## config.mk

```make
export PLATFORM = sky130hd
export DESIGN_NAME = fifo_width_conv
export DESIGN_NICKNAME = d
export VERILOG_FILES = /design/src/rtl/fifo_conv_pkg.sv /design/src/rtl/fifo_conv_ctrl.sv /design/src/rtl/fifo_width_conv.sv
export SDC_FILE = /design/constraint.sdc
export NUM_CORES = 1
export LEC_CHECK = 0
export CAP_MARGIN = 20
export CORE_ASPECT_RATIO = 2
export CORE_MARGIN = 4
export CORE_UTILIZATION = 45
export DETAILED_ROUTE_END_ITERATION = 6
export PLACE_DENSITY = 0.74
export SETUP_SLACK_MARGIN = 0.2
export SLEW_MARGIN = 20
export SYNTH_ARGS = -nofsm -noshare
export SYNTH_HDL_FRONTEND = slang
export SYNTH_SLANG_ARGS = --single-unit
```

## constraint.sdc

```tcl
create_clock -name clk -period 6.1 [get_ports clk]
set_clock_uncertainty 0.15 [all_clocks]
set_input_delay 0.915 -clock clk [delete_from_list [all_inputs] [get_ports clk]]
set_output_delay 0.915 -clock clk [all_outputs]
set_load 0.01 [all_outputs]
```

## src/rtl/fifo_conv_pkg.sv

```systemverilog
// Shared types and helpers for the width-converting FIFO (fifo_width_conv).
package fifo_conv_pkg;

    typedef enum logic {
        LsbFirst = 1'b0,
        MsbFirst = 1'b1
    } slice_order_e;

    function automatic int unsigned free_slots(input int unsigned depth, input int unsigned used);
        return depth - used;
    endfunction

endpackage

```

## src/rtl/fifo_conv_ctrl.sv

```systemverilog
// Pointer, occupancy and status control for fifo_width_conv.
// Sticky overflow/underflow flags exist only when FIFO_WIDTH_CONV_ERR_FLAGS_EN is defined.
module fifo_conv_ctrl
    import fifo_conv_pkg::*;
#(
    parameter int unsigned ADDR_WIDTH = 4,
    parameter int unsigned RATIO      = 2
) (
    input  logic                  clk,
    input  logic                  reset,
    input  logic                  wr,
    input  logic                  rd,
    output logic                  w_en,
    output logic                  r_en,
    output logic [ADDR_WIDTH-1:0] w_addr,
    output logic [ADDR_WIDTH-1:0] r_addr,
    output logic [ADDR_WIDTH:0]   count,
    output logic                  full,
    output logic                  empty,
    output logic                  overflow,
    output logic                  underflow
);

    localparam int unsigned DEPTH = 2 ** ADDR_WIDTH;
    localparam logic [ADDR_WIDTH:0] PTR_STEP = RATIO[ADDR_WIDTH:0];
    localparam logic [ADDR_WIDTH:0] PTR_ONE  = {{ADDR_WIDTH{1'b0}}, 1'b1};

    logic [ADDR_WIDTH:0] w_ptr;
    logic [ADDR_WIDTH:0] r_ptr;

    // Extra pointer bit disambiguates full from empty; the subtraction wraps naturally.
    assign count  = w_ptr - r_ptr;
    assign full   = free_slots(DEPTH, 32'(count)) < RATIO;
    assign empty  = (count == '0);
    assign w_en   = wr & ~full;
    assign r_en   = rd & ~empty;
    assign w_addr = w_ptr[ADDR_WIDTH-1:0];
    assign r_addr = r_ptr[ADDR_WIDTH-1:0];

    always_ff @(posedge clk or posedge reset) begin
        if (reset) begin
            w_ptr <= '0;
            r_ptr <= '0;
        end else begin
            if (w_en) w_ptr <= w_ptr + PTR_STEP;
            if (r_en) r_ptr <= r_ptr + PTR_ONE;
        end
    end

`ifdef FIFO_WIDTH_CONV_ERR_FLAGS_EN
    logic overflow_q;
    logic underflow_q;

    always_ff @(posedge clk or posedge reset) begin
        if (reset) begin
            overflow_q  <= 1'b0;
            underflow_q <= 1'b0;
        end else begin
            overflow_q  <= overflow_q | (wr & full);
            underflow_q <= underflow_q | (rd & empty);
        end
    end

    assign overflow  = overflow_q;
    assign underflow = underflow_q;
`else
    assign overflow  = 1'b0;
    assign underflow = 1'b0;
`endif

endmodule

```

## src/rtl/fifo_width_conv.sv

```systemverilog
// FIFO taking RATIO narrow words per write and returning one per read (first-word-fall-through).
// Optional sticky error flags: define FIFO_WIDTH_CONV_ERR_FLAGS_EN.
module fifo_width_conv
    import fifo_conv_pkg::*;
#(
    parameter int unsigned DATA_WIDTH = 8,
    parameter int unsigned RATIO      = 2,
    parameter int unsigned ADDR_WIDTH = 4,
    parameter bit          MSB_FIRST  = 1
) (
    input  logic                        clk,
    input  logic                        reset,
    input  logic                        wr,
    input  logic [RATIO*DATA_WIDTH-1:0] w_data,
    input  logic                        rd,
    output logic [DATA_WIDTH-1:0]       r_data,
    output logic                        full,
    output logic                        empty,
    output logic [ADDR_WIDTH:0]         count,
    output logic                        overflow,
    output logic                        underflow
);

    localparam int unsigned DEPTH = 2 ** ADDR_WIDTH;
    localparam slice_order_e ORDER = MSB_FIRST ? MsbFirst : LsbFirst;

    logic                  w_en;
    logic                  r_en;
    logic [ADDR_WIDTH-1:0] w_addr;
    logic [ADDR_WIDTH-1:0] r_addr;
    logic [DATA_WIDTH-1:0] slices [RATIO];
    logic [DATA_WIDTH-1:0] mem    [DEPTH];

    fifo_conv_ctrl #(
        .ADDR_WIDTH(ADDR_WIDTH),
        .RATIO     (RATIO)
    ) u_ctrl (
        .clk      (clk),
        .reset    (reset),
        .wr       (wr),
        .rd       (rd),
        .w_en     (w_en),
        .r_en     (r_en),
        .w_addr   (w_addr),
        .r_addr   (r_addr),
        .count    (count),
        .full     (full),
        .empty    (empty),
        .overflow (overflow),
        .underflow(underflow)
    );

    // slices[i] is the i-th narrow word to be read out of this wide write.
    always_comb begin
        for (int i = 0; i < RATIO; i++) begin
            if (ORDER == MsbFirst) slices[i] = w_data[(RATIO-1-i)*DATA_WIDTH +: DATA_WIDTH];
            else                   slices[i] = w_data[i*DATA_WIDTH +: DATA_WIDTH];
        end
    end

    // w_addr is always RATIO-aligned, so w_addr + i never wraps past the array end.
    always_ff @(posedge clk) begin
        if (w_en) begin
            for (int i = 0; i < RATIO; i++) begin
                mem[w_addr + ADDR_WIDTH'(i)] <= slices[i];
            end
        end
    end

    assign r_data = mem[r_addr];

endmodule

```

**Pin placement**

(4 px per um) Pins as bars across the die edge, other pins in grey.
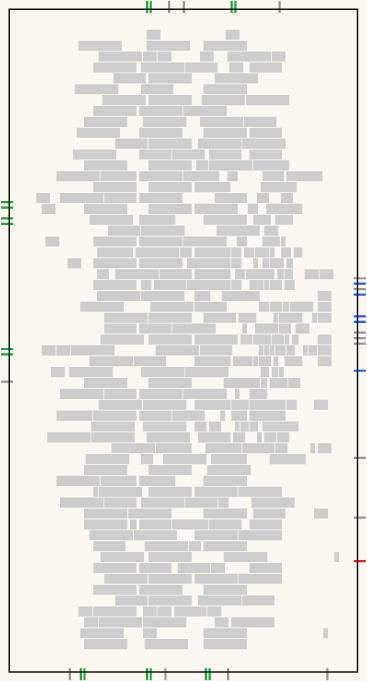
Red shows overflow, pins 1, direction output, edge right. Green shows w_data, pins 16, direction input, edge 6 bottom, 6 left, 4 top. Blue shows count, pins 5, direction output, edge right.
die height: 165 um
width of the die: 86.7 um
quantity of I/O buffers inserted on ports: 34

**Gate-type map**

(4 px per um)
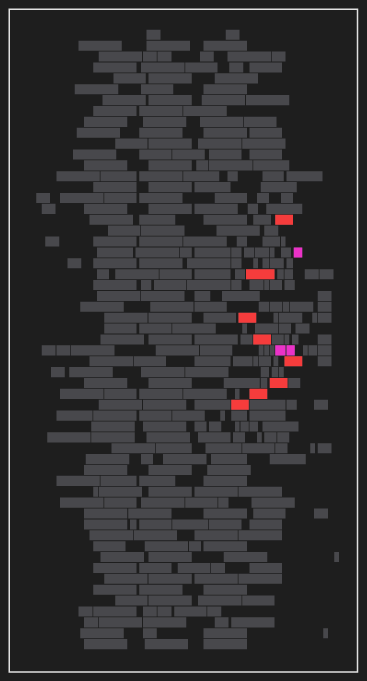
Red shows adder and majority cells, cells 8, where right middle. Magenta shows AND and OR gates, cells 3.
logic share of the area: 21.1%
Top cell excl fill/tap: edfxtp_1
fin cells: 471

**Cell sizes after repair**

(4 px per um)
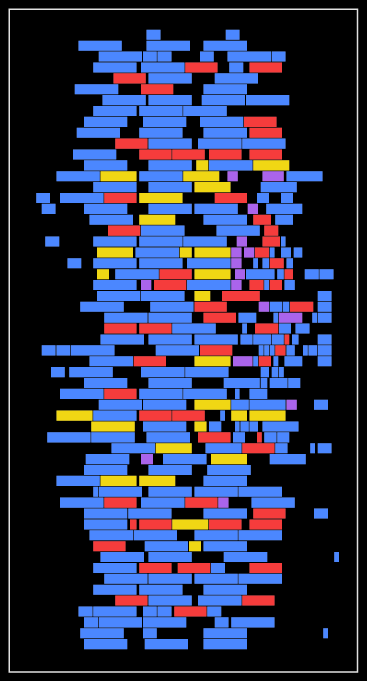
Yellow shows drive 6 and up, cells 26, share 8.0%. Purple shows drive 3 to 4, cells 16, share 4.9%. Red shows drive 2, cells 56, share 17%. Blue shows drive 1 or less, cells 226, share 70%.
Final Instance Area: 6710 um2
nonclk buf count: 43
Layout area overhead: 20.5%
final setup margin: 1.38 ns

**Port wiring**

(2 px per um)
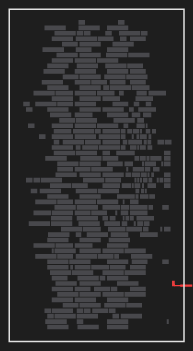
Red shows overflow, direction output, edge right, end cells 1, wire 4.80 um.
# IOs: 37

**Cell outlines without signal wires**

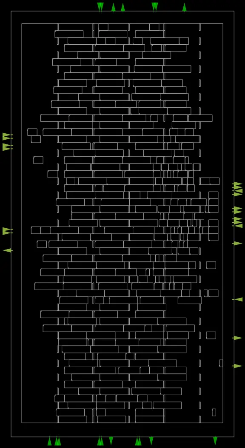
flop count: 137
Core Area: 12100 um2
FP Rows: 57
Seq area share: 60.6%

==> flow_metrics.py <==
# Synthesis and PnR figures
metrics = {
    "route": {
        "routedWlPerCell_um": 20.6,
        "ant_nets": 0,
        "drc": 0,
        "top_layer_used": "met4",
    },
    "clock_network": {
        "cts_resized": 0,
        "cts_max_level": 4,
        "clock_latency_ns": 0.40,
        "clock_path_buffers": 2,
        "post_cts_buffers": 0,
    },
    "worst_setup_path": {
        "cp_slowest_cell": "clkdlybuf4s50_1",
        "crit_required_ns": 5.03,
        "r2r_cells": 11,
        "crit_family": "buffers and inverters",
        "ff2ff_setup_slack_ns": 2.40,
        "cp-end-kind": "output pin",
        "crit_top_cell": "ha_1",
        "crit_start": "u_ctrl.r_ptr[1]",
        "r2r-end": "mem[14][3]",
        "critical-path-max-stage-delay_ns": 0.60,
        "path_depth": 11,
    },
    "synth": {
        "top_cell": "edfxtp_1",
        "synth-compound-area-share_pct": 1.24,
        "common_cells": "128 x edfxtp_1, 40 x mux4_2, 11 x xnor2_1",
        "ys_cells": 261,
        "netlist-cell-type-count": 37,
        "simple_gate_area_share_pct": 2.92,
        "flop_cell": "edfxtp_1",
        "synth_cells": 261,
    },
    "die": {
        "num_tap_cells": 147,
    },
    "placed_design": {
        "place_area_um2": 6120,
    },
    "power": {
        "p_sw_uw": 1200,
        "power_frac_comb_pct": 38.6,
        "p_int_uw": 2570,
        "pg_comb_uw": 1450,
        "power_leakage_uw": 0.00223,
    },
    "global_routing": {
        "track_usage_pct": 15.3,
        "busiest_layer": "met2",
    },
    "final_timing": {
        "worstMarginPinSlew_ns": 0.732,
        "max-slew-margin-rel_pct": 51.2,
    },
    "cells_and_area": {
        "final_layout_size_suffix_gt1_share_pct": 30.2,
        "clock_buffers": 18,
        "clockNetworkAreaShare_pct": 8.82,
        "logic_gates": 101,
        "comb_area_um2": 1420,
    },
    "outcome": {
        "status": "finished clean",
    },
}
Power and IR drop assume default switching activity.
